route_heat.png
Drawn at 3 px/um. 16 x 20 tiles, from dark purple (low) to yellow (high), scaled to the fullest tile. Values are wire area over tile area, all layers added.
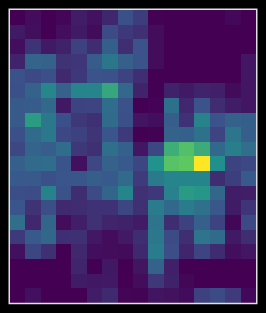
closeup.png
Window x 26 to 56, y 34 to 64 um. Cells in gray, sequential cells in the stronger gray; small squares are vias.
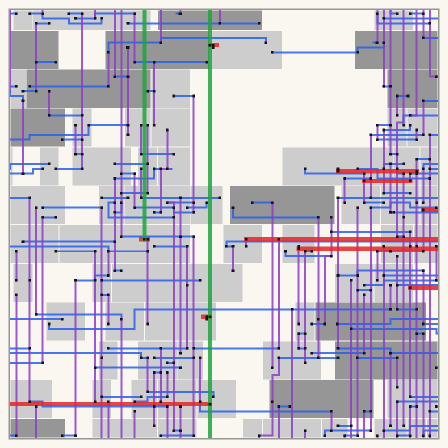
layers.png
Drawn at 4 px/um. Only two layers are drawn.
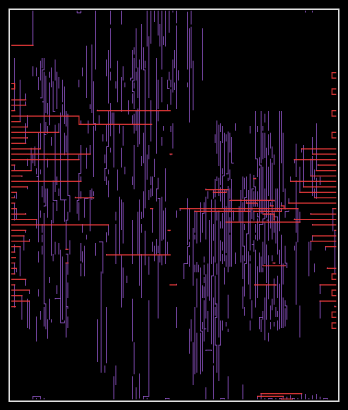
`src/rtl/spec_rollback_ctrl_pkg.sv`:
```
// Shared types and sizing for the speculative-branch rollback sequencer.
// Also holds the helper that picks one register id out of a packed tag map.
package spec_pkg;
   localparam int NUM_TAG        = 4;
   localparam int NUM_REG        = 8;
   localparam int SPEC_DEPTH     = 4;
   localparam int PC_BIT         = 4;
   localparam int INST_ID_BIT    = 8;
   localparam int REG_ID_BIT     = $clog2(NUM_REG);
   localparam int SPEC_LEVEL_BIT = $clog2(SPEC_DEPTH) + 1;
   localparam int TAG_IDX_BIT    = $clog2(NUM_TAG);
   localparam int TAG_MAP_BIT    = NUM_TAG * REG_ID_BIT;

   typedef enum logic [1:0] {
      ST_IDLE     = 2'd0,
      ST_FLUSH    = 2'd1,
      ST_RESTORE  = 2'd2,
      ST_REDIRECT = 2'd3
   } state_t;

   // Entry i of a tag map lives in bits [i*REG_ID_BIT +: REG_ID_BIT].
   function automatic logic [REG_ID_BIT-1:0] tag_slice(input logic [TAG_MAP_BIT-1:0] map,
                                                       input logic [TAG_IDX_BIT-1:0] idx);
      return map[idx*REG_ID_BIT +: REG_ID_BIT];
   endfunction
endpackage

```
`src/rtl/spec_rollback_ctrl_if.sv`:
```
// Bundle between the rollback sequencer and decode / spec_vector / issue / fetch.
// Handshake: decode holds dec_br_req with stable fields until dec_br_ack is seen high in a cycle.
interface spec_rollback_ctrl_if #(
   parameter int CNT_BIT = 16
);
   import spec_pkg::*;

   logic                      dec_br_req;
   logic [REG_ID_BIT-1:0]     dec_br_cond_reg;
   logic                      dec_br_pred_val;
   logic [PC_BIT-1:0]         dec_br_rb_pc;
   logic [INST_ID_BIT-1:0]    dec_br_rb_id;
   logic [TAG_MAP_BIT-1:0]    cur_tag_map;
   logic                      dec_br_ack;
   logic                      sv_br_vld;
   logic [REG_ID_BIT-1:0]     sv_br_cond_reg;
   logic                      sv_br_pred_val;
   logic [PC_BIT-1:0]         sv_br_rb_pc;
   logic [INST_ID_BIT-1:0]    sv_br_rb_id;
   logic [TAG_MAP_BIT-1:0]    sv_br_rb_tag_map;
   logic [SPEC_LEVEL_BIT-1:0] sv_cur_spec_level;
   logic                      sv_pred_vld;
   logic                      sv_pred_succ;
   logic [SPEC_LEVEL_BIT-1:0] sv_fail_level;
   logic [TAG_MAP_BIT-1:0]    sv_fail_tag_map;
   logic [PC_BIT-1:0]         sv_fail_pc;
   logic [INST_ID_BIT-1:0]    sv_fail_id;
   logic                      cond_wb_hold;
   logic                      issue_stall;
   logic                      flush_vld;
   logic [SPEC_LEVEL_BIT-1:0] flush_level;
   logic                      tag_wr_vld;
   logic [TAG_IDX_BIT-1:0]    tag_wr_idx;
   logic [REG_ID_BIT-1:0]     tag_wr_reg;
   logic                      redirect_vld;
   logic [PC_BIT-1:0]         redirect_pc;
   logic [INST_ID_BIT-1:0]    redirect_id;
   logic [CNT_BIT-1:0]        mispred_cnt;
   state_t                    dbg_state;

   modport master (
      input  dec_br_req, dec_br_cond_reg, dec_br_pred_val, dec_br_rb_pc, dec_br_rb_id,
             cur_tag_map, sv_cur_spec_level, sv_pred_vld, sv_pred_succ, sv_fail_level,
             sv_fail_tag_map, sv_fail_pc, sv_fail_id,
      output dec_br_ack, sv_br_vld, sv_br_cond_reg, sv_br_pred_val, sv_br_rb_pc, sv_br_rb_id,
             sv_br_rb_tag_map, cond_wb_hold, issue_stall, flush_vld, flush_level, tag_wr_vld,
             tag_wr_idx, tag_wr_reg, redirect_vld, redirect_pc, redirect_id, mispred_cnt,
             dbg_state
   );

   modport slave (
      output dec_br_req, dec_br_cond_reg, dec_br_pred_val, dec_br_rb_pc, dec_br_rb_id,
             cur_tag_map, sv_cur_spec_level, sv_pred_vld, sv_pred_succ, sv_fail_level,
             sv_fail_tag_map, sv_fail_pc, sv_fail_id,
      input  dec_br_ack, sv_br_vld, sv_br_cond_reg, sv_br_pred_val, sv_br_rb_pc, sv_br_rb_id,
             sv_br_rb_tag_map, cond_wb_hold, issue_stall, flush_vld, flush_level, tag_wr_vld,
             tag_wr_idx, tag_wr_reg, redirect_vld, redirect_pc, redirect_id, mispred_cnt,
             dbg_state
   );
endinterface

```
`src/rtl/spec_rollback_ctrl_sat_counter.sv`:
```
// Event counter that sticks at all-ones instead of wrapping.
module sat_counter #(
   parameter int WIDTH = 16
) (
   input  logic             clk,
   input  logic             rst,
   input  logic             inc_i,
   output logic [WIDTH-1:0] cnt_o
);
   logic [WIDTH-1:0] cnt_q, cnt_d;

   always_comb begin
      cnt_d = cnt_q;
      if (inc_i && !(&cnt_q)) cnt_d = cnt_q + WIDTH'(1);
   end

   always_ff @(posedge clk) begin
      if (rst) cnt_q <= '0;
      else     cnt_q <= cnt_d;
   end

   assign cnt_o = cnt_q;
endmodule

```
`src/rtl/spec_rollback_ctrl.sv`:
```
// Admits speculative branches into spec_vector and, on a mispredict, sequences
// flush -> serial tag-map restore -> fetch redirect while holding issue and cond write-back.
module spec_rollback_ctrl #(
   parameter int CNT_BIT = 16
) (
   input logic                 clk,
   input logic                 rst,
   spec_rollback_ctrl_if.master bus_io
);
   import spec_pkg::*;

   state_t                    state_q, state_d;
   logic [TAG_IDX_BIT-1:0]    idx_q, idx_d;
   logic [SPEC_LEVEL_BIT-1:0] fail_level_q;
   logic [TAG_MAP_BIT-1:0]    fail_map_q;
   logic [PC_BIT-1:0]         fail_pc_q;
   logic [INST_ID_BIT-1:0]    fail_id_q;
   logic                      mispred;
   logic                      has_room;
   logic                      br_ack;

   assign mispred  = (state_q == ST_IDLE) & bus_io.sv_pred_vld & ~bus_io.sv_pred_succ;
   // A same-cycle success frees a level, so a full spec depth still admits the branch.
   assign has_room = (bus_io.sv_cur_spec_level != SPEC_LEVEL_BIT'(SPEC_DEPTH)) |
                     (bus_io.sv_pred_vld & bus_io.sv_pred_succ);
   assign br_ack   = (state_q == ST_IDLE) & bus_io.dec_br_req & has_room & ~mispred;

   always_ff @(posedge clk) begin
      if (rst) begin
         state_q      <= ST_IDLE;
         idx_q        <= '0;
         fail_level_q <= '0;
         fail_map_q   <= '0;
         fail_pc_q    <= '0;
         fail_id_q    <= '0;
      end else begin
         state_q <= state_d;
         idx_q   <= idx_d;
         if (mispred) begin
            fail_level_q <= bus_io.sv_fail_level;
            fail_map_q   <= bus_io.sv_fail_tag_map;
            fail_pc_q    <= bus_io.sv_fail_pc;
            fail_id_q    <= bus_io.sv_fail_id;
         end
      end
   end

   always_comb begin
      state_d = state_q;
      idx_d   = idx_q;
      case (state_q)
         ST_IDLE:     if (mispred) state_d = ST_FLUSH;
         ST_FLUSH: begin
            state_d = ST_RESTORE;
            idx_d   = '0;
         end
         ST_RESTORE: begin
            idx_d = idx_q + TAG_IDX_BIT'(1);
            if (idx_q == TAG_IDX_BIT'(NUM_TAG - 1)) begin
               state_d = ST_REDIRECT;
               idx_d   = '0;
            end
         end
         ST_REDIRECT: state_d = ST_IDLE;
         default:     state_d = ST_IDLE;
      endcase
   end

   always_comb begin
      bus_io.dec_br_ack       = 1'b0;
      bus_io.sv_br_vld        = 1'b0;
      bus_io.sv_br_cond_reg   = bus_io.dec_br_cond_reg;
      bus_io.sv_br_pred_val   = bus_io.dec_br_pred_val;
      bus_io.sv_br_rb_pc      = bus_io.dec_br_rb_pc;
      bus_io.sv_br_rb_id      = bus_io.dec_br_rb_id;
      bus_io.sv_br_rb_tag_map = bus_io.cur_tag_map;
      bus_io.cond_wb_hold     = 1'b0;
      bus_io.issue_stall      = 1'b0;
      bus_io.flush_vld        = 1'b0;
      bus_io.flush_level      = '0;
      bus_io.tag_wr_vld       = 1'b0;
      bus_io.tag_wr_idx       = '0;
      bus_io.tag_wr_reg       = '0;
      bus_io.redirect_vld     = 1'b0;
      bus_io.redirect_pc      = '0;
      bus_io.redirect_id      = '0;
      if (state_q == ST_IDLE) begin
         bus_io.dec_br_ack = br_ack;
         bus_io.sv_br_vld  = br_ack;
      end else begin
         bus_io.cond_wb_hold = 1'b1;
         bus_io.issue_stall  = 1'b1;
      end
      case (state_q)
         ST_FLUSH: begin
            bus_io.flush_vld   = 1'b1;
            bus_io.flush_level = fail_level_q;
         end
         ST_RESTORE: begin
            bus_io.tag_wr_vld = 1'b1;
            bus_io.tag_wr_idx = idx_q;
            bus_io.tag_wr_reg = tag_slice(fail_map_q, idx_q);
         end
         ST_REDIRECT: begin
            bus_io.redirect_vld = 1'b1;
            bus_io.redirect_pc  = fail_pc_q;
            bus_io.redirect_id  = fail_id_q;
         end
         default: ;
      endcase
   end

   assign bus_io.dbg_state = state_q;

   sat_counter #(.WIDTH(CNT_BIT)) u_mispred_cnt (
      .clk   (clk),
      .rst   (rst),
      .inc_i (mispred),
      .cnt_o (bus_io.mispred_cnt)
   );
endmodule
```
`src/flat_wrapper.sv`:
```
// flat-port wrapper written by rule: the top's interface ports become plain ports
module spec_rollback_ctrl_flat import spec_pkg::*;
#(
   parameter int CNT_BIT = 16
)
  (clk, rst, bus_io_dec_br_req, bus_io_dec_br_cond_reg, bus_io_dec_br_pred_val, bus_io_dec_br_rb_pc, bus_io_dec_br_rb_id, bus_io_cur_tag_map, bus_io_sv_cur_spec_level, bus_io_sv_pred_vld, bus_io_sv_pred_succ, bus_io_sv_fail_level, bus_io_sv_fail_tag_map, bus_io_sv_fail_pc, bus_io_sv_fail_id, bus_io_dec_br_ack, bus_io_sv_br_vld, bus_io_sv_br_cond_reg, bus_io_sv_br_pred_val, bus_io_sv_br_rb_pc, bus_io_sv_br_rb_id, bus_io_sv_br_rb_tag_map, bus_io_cond_wb_hold, bus_io_issue_stall, bus_io_flush_vld, bus_io_flush_level, bus_io_tag_wr_vld, bus_io_tag_wr_idx, bus_io_tag_wr_reg, bus_io_redirect_vld, bus_io_redirect_pc, bus_io_redirect_id, bus_io_mispred_cnt, bus_io_dbg_state);
  spec_rollback_ctrl_if #(.CNT_BIT(CNT_BIT)) bus_io_i ();
  input logic clk;
  input logic rst;
  input wire logic [$bits(bus_io_i.dec_br_req)-1:0] bus_io_dec_br_req;
  input wire logic [$bits(bus_io_i.dec_br_cond_reg)-1:0] bus_io_dec_br_cond_reg;
  input wire logic [$bits(bus_io_i.dec_br_pred_val)-1:0] bus_io_dec_br_pred_val;
  input wire logic [$bits(bus_io_i.dec_br_rb_pc)-1:0] bus_io_dec_br_rb_pc;
  input wire logic [$bits(bus_io_i.dec_br_rb_id)-1:0] bus_io_dec_br_rb_id;
  input wire logic [$bits(bus_io_i.cur_tag_map)-1:0] bus_io_cur_tag_map;
  input wire logic [$bits(bus_io_i.sv_cur_spec_level)-1:0] bus_io_sv_cur_spec_level;
  input wire logic [$bits(bus_io_i.sv_pred_vld)-1:0] bus_io_sv_pred_vld;
  input wire logic [$bits(bus_io_i.sv_pred_succ)-1:0] bus_io_sv_pred_succ;
  input wire logic [$bits(bus_io_i.sv_fail_level)-1:0] bus_io_sv_fail_level;
  input wire logic [$bits(bus_io_i.sv_fail_tag_map)-1:0] bus_io_sv_fail_tag_map;
  input wire logic [$bits(bus_io_i.sv_fail_pc)-1:0] bus_io_sv_fail_pc;
  input wire logic [$bits(bus_io_i.sv_fail_id)-1:0] bus_io_sv_fail_id;
  output wire logic [$bits(bus_io_i.dec_br_ack)-1:0] bus_io_dec_br_ack;
  output wire logic [$bits(bus_io_i.sv_br_vld)-1:0] bus_io_sv_br_vld;
  output wire logic [$bits(bus_io_i.sv_br_cond_reg)-1:0] bus_io_sv_br_cond_reg;
  output wire logic [$bits(bus_io_i.sv_br_pred_val)-1:0] bus_io_sv_br_pred_val;
  output wire logic [$bits(bus_io_i.sv_br_rb_pc)-1:0] bus_io_sv_br_rb_pc;
  output wire logic [$bits(bus_io_i.sv_br_rb_id)-1:0] bus_io_sv_br_rb_id;
  output wire logic [$bits(bus_io_i.sv_br_rb_tag_map)-1:0] bus_io_sv_br_rb_tag_map;
  output wire logic [$bits(bus_io_i.cond_wb_hold)-1:0] bus_io_cond_wb_hold;
  output wire logic [$bits(bus_io_i.issue_stall)-1:0] bus_io_issue_stall;
  output wire logic [$bits(bus_io_i.flush_vld)-1:0] bus_io_flush_vld;
  output wire logic [$bits(bus_io_i.flush_level)-1:0] bus_io_flush_level;
  output wire logic [$bits(bus_io_i.tag_wr_vld)-1:0] bus_io_tag_wr_vld;
  output wire logic [$bits(bus_io_i.tag_wr_idx)-1:0] bus_io_tag_wr_idx;
  output wire logic [$bits(bus_io_i.tag_wr_reg)-1:0] bus_io_tag_wr_reg;
  output wire logic [$bits(bus_io_i.redirect_vld)-1:0] bus_io_redirect_vld;
  output wire logic [$bits(bus_io_i.redirect_pc)-1:0] bus_io_redirect_pc;
  output wire logic [$bits(bus_io_i.redirect_id)-1:0] bus_io_redirect_id;
  output wire logic [$bits(bus_io_i.mispred_cnt)-1:0] bus_io_mispred_cnt;
  output wire logic [$bits(bus_io_i.dbg_state)-1:0] bus_io_dbg_state;
  assign bus_io_i.dec_br_req = bus_io_dec_br_req;
  assign bus_io_i.dec_br_cond_reg = bus_io_dec_br_cond_reg;
  assign bus_io_i.dec_br_pred_val = bus_io_dec_br_pred_val;
  assign bus_io_i.dec_br_rb_pc = bus_io_dec_br_rb_pc;
  assign bus_io_i.dec_br_rb_id = bus_io_dec_br_rb_id;
  assign bus_io_i.cur_tag_map = bus_io_cur_tag_map;
  assign bus_io_i.sv_cur_spec_level = bus_io_sv_cur_spec_level;
  assign bus_io_i.sv_pred_vld = bus_io_sv_pred_vld;
  assign bus_io_i.sv_pred_succ = bus_io_sv_pred_succ;
  assign bus_io_i.sv_fail_level = bus_io_sv_fail_level;
  assign bus_io_i.sv_fail_tag_map = bus_io_sv_fail_tag_map;
  assign bus_io_i.sv_fail_pc = bus_io_sv_fail_pc;
  assign bus_io_i.sv_fail_id = bus_io_sv_fail_id;
  assign bus_io_dec_br_ack = bus_io_i.dec_br_ack;
  assign bus_io_sv_br_vld = bus_io_i.sv_br_vld;
  assign bus_io_sv_br_cond_reg = bus_io_i.sv_br_cond_reg;
  assign bus_io_sv_br_pred_val = bus_io_i.sv_br_pred_val;
  assign bus_io_sv_br_rb_pc = bus_io_i.sv_br_rb_pc;
  assign bus_io_sv_br_rb_id = bus_io_i.sv_br_rb_id;
  assign bus_io_sv_br_rb_tag_map = bus_io_i.sv_br_rb_tag_map;
  assign bus_io_cond_wb_hold = bus_io_i.cond_wb_hold;
  assign bus_io_issue_stall = bus_io_i.issue_stall;
  assign bus_io_flush_vld = bus_io_i.flush_vld;
  assign bus_io_flush_level = bus_io_i.flush_level;
  assign bus_io_tag_wr_vld = bus_io_i.tag_wr_vld;
  assign bus_io_tag_wr_idx = bus_io_i.tag_wr_idx;
  assign bus_io_tag_wr_reg = bus_io_i.tag_wr_reg;
  assign bus_io_redirect_vld = bus_io_i.redirect_vld;
  assign bus_io_redirect_pc = bus_io_i.redirect_pc;
  assign bus_io_redirect_id = bus_io_i.redirect_id;
  assign bus_io_mispred_cnt = bus_io_i.mispred_cnt;
  assign bus_io_dbg_state = bus_io_i.dbg_state;
  spec_rollback_ctrl #(.CNT_BIT(CNT_BIT)) u_core (.clk(clk), .rst(rst), .bus_io(bus_io_i));
endmodule
```
`config.mk`:
```
export PLATFORM = sky130hd
export DESIGN_NAME = spec_rollback_ctrl_flat
export DESIGN_NICKNAME = d
export VERILOG_FILES = /design/src/rtl/spec_rollback_ctrl_pkg.sv /design/src/rtl/spec_rollback_ctrl_if.sv /design/src/rtl/spec_rollback_ctrl_sat_counter.sv /design/src/rtl/spec_rollback_ctrl.sv /design/src/flat_wrapper.sv
export SDC_FILE = /design/constraint.sdc
export NUM_CORES = 1
export LEC_CHECK = 0
export CAP_MARGIN = 20
export CORE_ASPECT_RATIO = 1.2
export CORE_MARGIN = 2
export CORE_UTILIZATION = 35
export CTS_CLUSTER_SIZE = 25
export DETAILED_ROUTE_END_ITERATION = 6
export PLACE_DENSITY = 0.73
export SLEW_MARGIN = 10
export SYNTH_ARGS = -nofsm -noshare
export SYNTH_HDL_FRONTEND = slang
export SYNTH_SLANG_ARGS = --single-unit
```
`constraint.sdc`:
```
create_clock -name clk -period 1.9 [get_ports clk]
set_input_delay 0.475 -clock clk [delete_from_list [all_inputs] [get_ports clk]]
set_output_delay 0.475 -clock clk [all_outputs]
set_load 0.01 [all_outputs]
```
==> qor_table.md <==
| Item | This run |
|:---|:---|
| Worst Hold Class | register to register |
| Most frequently placed logic cell in the final layout | nand2_1 |
| Max-Cap Viols | 0 |
| Port bufs | 79 |
| Yosys warning total | 0 |
| Number of distinct library cells after synthesis | 39 |
| Power per cell area | 840.4 nW/um^2 |
| Fraction of final layout cells with drive strength greater than 1 | 24.74% |
| Pins over their slew limit | 0 |
| Cell count listed in synth_stat.txt | 312 |
| Upper clock frequency limit | 500.7 MHz |
| Proportion of total power due to net switching | 29.12% |
| Synthesis-stage register bit count | 47 |
| Number of buffers on the longest clock path | 2 |
| Largest cells by area after synthesis | dfxtp_1, nand2_1, buf_4 |
| Vias per inst | 5.055 |
| Number of setup violations in the final report | 3 |
| Relative contribution of the clock network to total power | 28.6% |
| Clock sink total | 47 |
| Endpoint type of the worst setup path | primary output |
| Global-route wire length before repair | 10.35 mm |
| Violation count after the first detailed-route iteration | 90 |
| Sequential power share | 38.4% |
| Post-synth seq share | 36.83% |
| Die span in y | 97.60 um |
| Die X | 82.00 um |
| Post-placement setup slack | -0.4503 ns |
| Net count of the mapped netlist | 382 |
| Net switching power figure | 874.5 uW |
| Data arrival time of the critical path | 1.52 ns |
| Result of the run | finished, violations left |
| Synthesized chip area reported by yosys | 2555 sq um |
| Tcrit/Tclk final | 105.1% |
| Setup repair after global routing missed its margin | true |
| Clock slew at the register clock pins of the worst setup and hold paths | 0.08 ns |
| Avg Cell Area, Syn | 8.189 sq um |
| Tool warning count | 32 |
| N_diodes | 0 |
| Global placer's final weighted congestion | 0.8977 |
| Cell type with the highest aggregate area in the netlist | dfxtp_1 |
| Final hold vios | 0 |
| Violations in the final reports | setup timing |
| Leakage component of the power | 1.483 nW |
| Largest net degree at the start of global routing | 32 |
| Number of placement rows | 34 |
| Crit Path Max Fanout | 4 |
| Startpoint type of the worst setup path | register |
| Top-area cell share | 36.83% |
| Worst Slack Setup Final | -0.09702 ns |
| Antenna violations before repair | 0 |
| Critical Setup Path Class | register to primary output |
| Detailed-router iteration count before antenna repair | 4 |
| DR DRC count | 0 |
| Int Power | 2.129 mW |
| # IOs | 136 |
| Antenna-violating nets left | 0 |
| Required time reported for the critical path endpoint | 1.42 ns |
| Combined area of all synthesized cells | 2555 sq um |
| Clock buffer count from CTS | 5 |
| HPWL after DPL | 4.685 mm |
| Grt total ovfl | 0 |
| Maximum vdd ir drop | 0.0004118 V |
| Number of nets in the finished design | 453 |
| Vias in the first global route | 2,289 |
| Die footprint | 8002 sq um |
| Commonest cells after routing, fill and taps aside | nand2_1, clkdlybuf4s50_1, dfxtp_1 |
| Clock tree from TritonCTS | done |
| Least-Margin Pin Slew | 0.4873 ns |
| Crit path time final | 1.997 ns |
| Power share of the combinational group | 32.9% |
| Max_slew headroom | 67.51% |
| CTS Hold Buffers Added | 0 |
| Clk_lat worst skew | 0.30 ns |
| Total core area | 7147 sq um |
| Post-layout util | 50.00% |
| Instance count of the mapped netlist | 312 |
| Clock Root Buffer | clkbuf_8 |
| Level count of the clock H-tree | 2 |
| Share of the core filled by cells before placement | 35.75% |
| Worst clock skew | 0.007868 ns |
| Layout overhead on the synthesized area | 39.86% |
About route_heat.png:
densest ninth of the die: east
mean over tiles: 0.13
tiles over half the peak: 3.4%
fullest tile: 0.75
per-cell routed wire length: 13.66 um
number of vias in the routed layout: 2,396

About closeup.png:
legend:
  green:
    layer: M4
  red:
    layer: M3
  purple:
    layer: M2
  blue:
    layer: M1
netlist names of flops here include: u_core.u_mispred_cnt.cnt_o (5), u_core.fail_map_q (2), u_core.idx_q (2)
most frequent: buf_4 (11), dfxtp_1 (7), nor2_1 (6)
cells with their middle in the window: 65
sequential cells in the window: 9

About layers.png:
legend:
  purple:
    layer: M2
    wire_length: 3,220 um
  red:
    layer: M3
    wire_length: 549 um
Tot GR Track Use: 16.31%
total length of routed wires: 6.473 mm

## cell usage after synthesis, drive strengths merged
cell,n
or3,2
inv,6
nand2,64
dfxtp,47
nor4,1
buf,34
and4b,1
or4,1
clkbuf,11
nand4,7
mux2,9
and3b,1
nand3b,1
nor2,13
mux4,3
a21o,1
a32o,1
nor4b,1
a31oi,1
ha,7
and3,4
nor3,8
mux2i,3
a2111oi,1
a21oi,37
nor2b,9
o31ai,3
and2,20
a211oi,4
o21ai,1
and4,2
nand3,6
nand2b,1
nor3b,1
## metrics by stage
step	setup TNS [ns]	total power, mW	std cells	hold slack (ns)	area (sq um)
after floorplan	0	1.697	312	0.4317	2557
after global placement	-7.076	2.098	462	0.4379	3391
after detailed placement	-7.876	2.123	462	0.4418	3391
after CTS	-0.2502	3.021	472	0.4541	3552
after global routing	-0.3439	3.186	474	0.4750	3573
final	-0.1639	3.003	474	0.4520	3573
## logic make-up after synthesis
kind of cell | synth area share, %
multiplexers | 7.786
AND-OR/OR-AND | 11.51
buffers and inverters | 12.05
AND/OR/NAND/NOR | 28.40
adder cells (fa/ha/maj) | 3.428
flip-flops | 36.83
## repair_timing
item,CTS,global route
setup buffers,2,2
endpoints found under the setup margin,31,36
pin swaps,5,3
gates resized,83,32
cloned,0,0
## power groups by stage
| stage | Sequential [mW] | Combinational, mW | Clock, mW |
|---|---|---|---|
| 2_1_floorplan | 1.16 | 0.536 | 0 |
| 4_1_cts | 1.15 | 0.991 | 0.880 |
| 3_5_place_dp | 1.16 | 0.962 | 0 |
| 5_1_grt | 1.17 | 1.09 | 0.922 |
| 6_report | 1.15 | 0.989 | 0.859 |
| 3_3_place_gp | 1.16 | 0.942 | 0 |
## area by class of cell
cell class	count	area, sq um
Clock buffer	6	72.57
Clock inverter	2	60.06
Fill cell	702	3573
Inverter	6	22.52
Multi-Input combinational cell	214	1393
Sequential cell	47	954.7
Tap cell	90	112.6
Timing Repair Buffer	109	958.4
## worst paths after layout
path / startpoint / cells past startpoint / end / slack (ns)
setup / recovery: u_core.idx_q[0] / 4 / bus_io_tag_wr_reg[1] / -0.1
hold / removal: u_core.fail_level_q[0] / 2 / u_core.fail_level_q[0] / 0.45
setup reg to reg: u_core.bus_io.dbg_state[0] / 8 / u_core.u_mispred_cnt.cnt_o[3] / 0.09
hold reg to reg: u_core.fail_level_q[0] / 2 / u_core.fail_level_q[0] / 0.45
## critical path, stage by stage (launching register included)
cell and delay [ns]:
dfxtp_4 0.38, buf_6 0.10, mux4_2 0.48, and2_4 0.15, buf_6 0.11
## sequential cells by signal, summed over array words and instances, names as in the netlist
register                    flops
u_core.u_mispred_cnt.cnt_o     16
u_core.fail_map_q              12
u_core.fail_id_q                8
u_core.fail_pc_q                4
u_core.fail_level_q             3
u_core.bus_io.dbg_state         2
u_core.idx_q                    2
## per-layer routing
metal / global-route usage, % / part of all wire [%] / vias up
met4: 4.872 / 1.9 / 0
met1: 19.00 / 40 / 1105
li1: - / - / 1172
met5: 0 / 0 / -
met3: 5.019 / 8.5 / 15
met2: 28.02 / 50 / 104
No activity file was given, so power comes from the tool's default toggle rates.
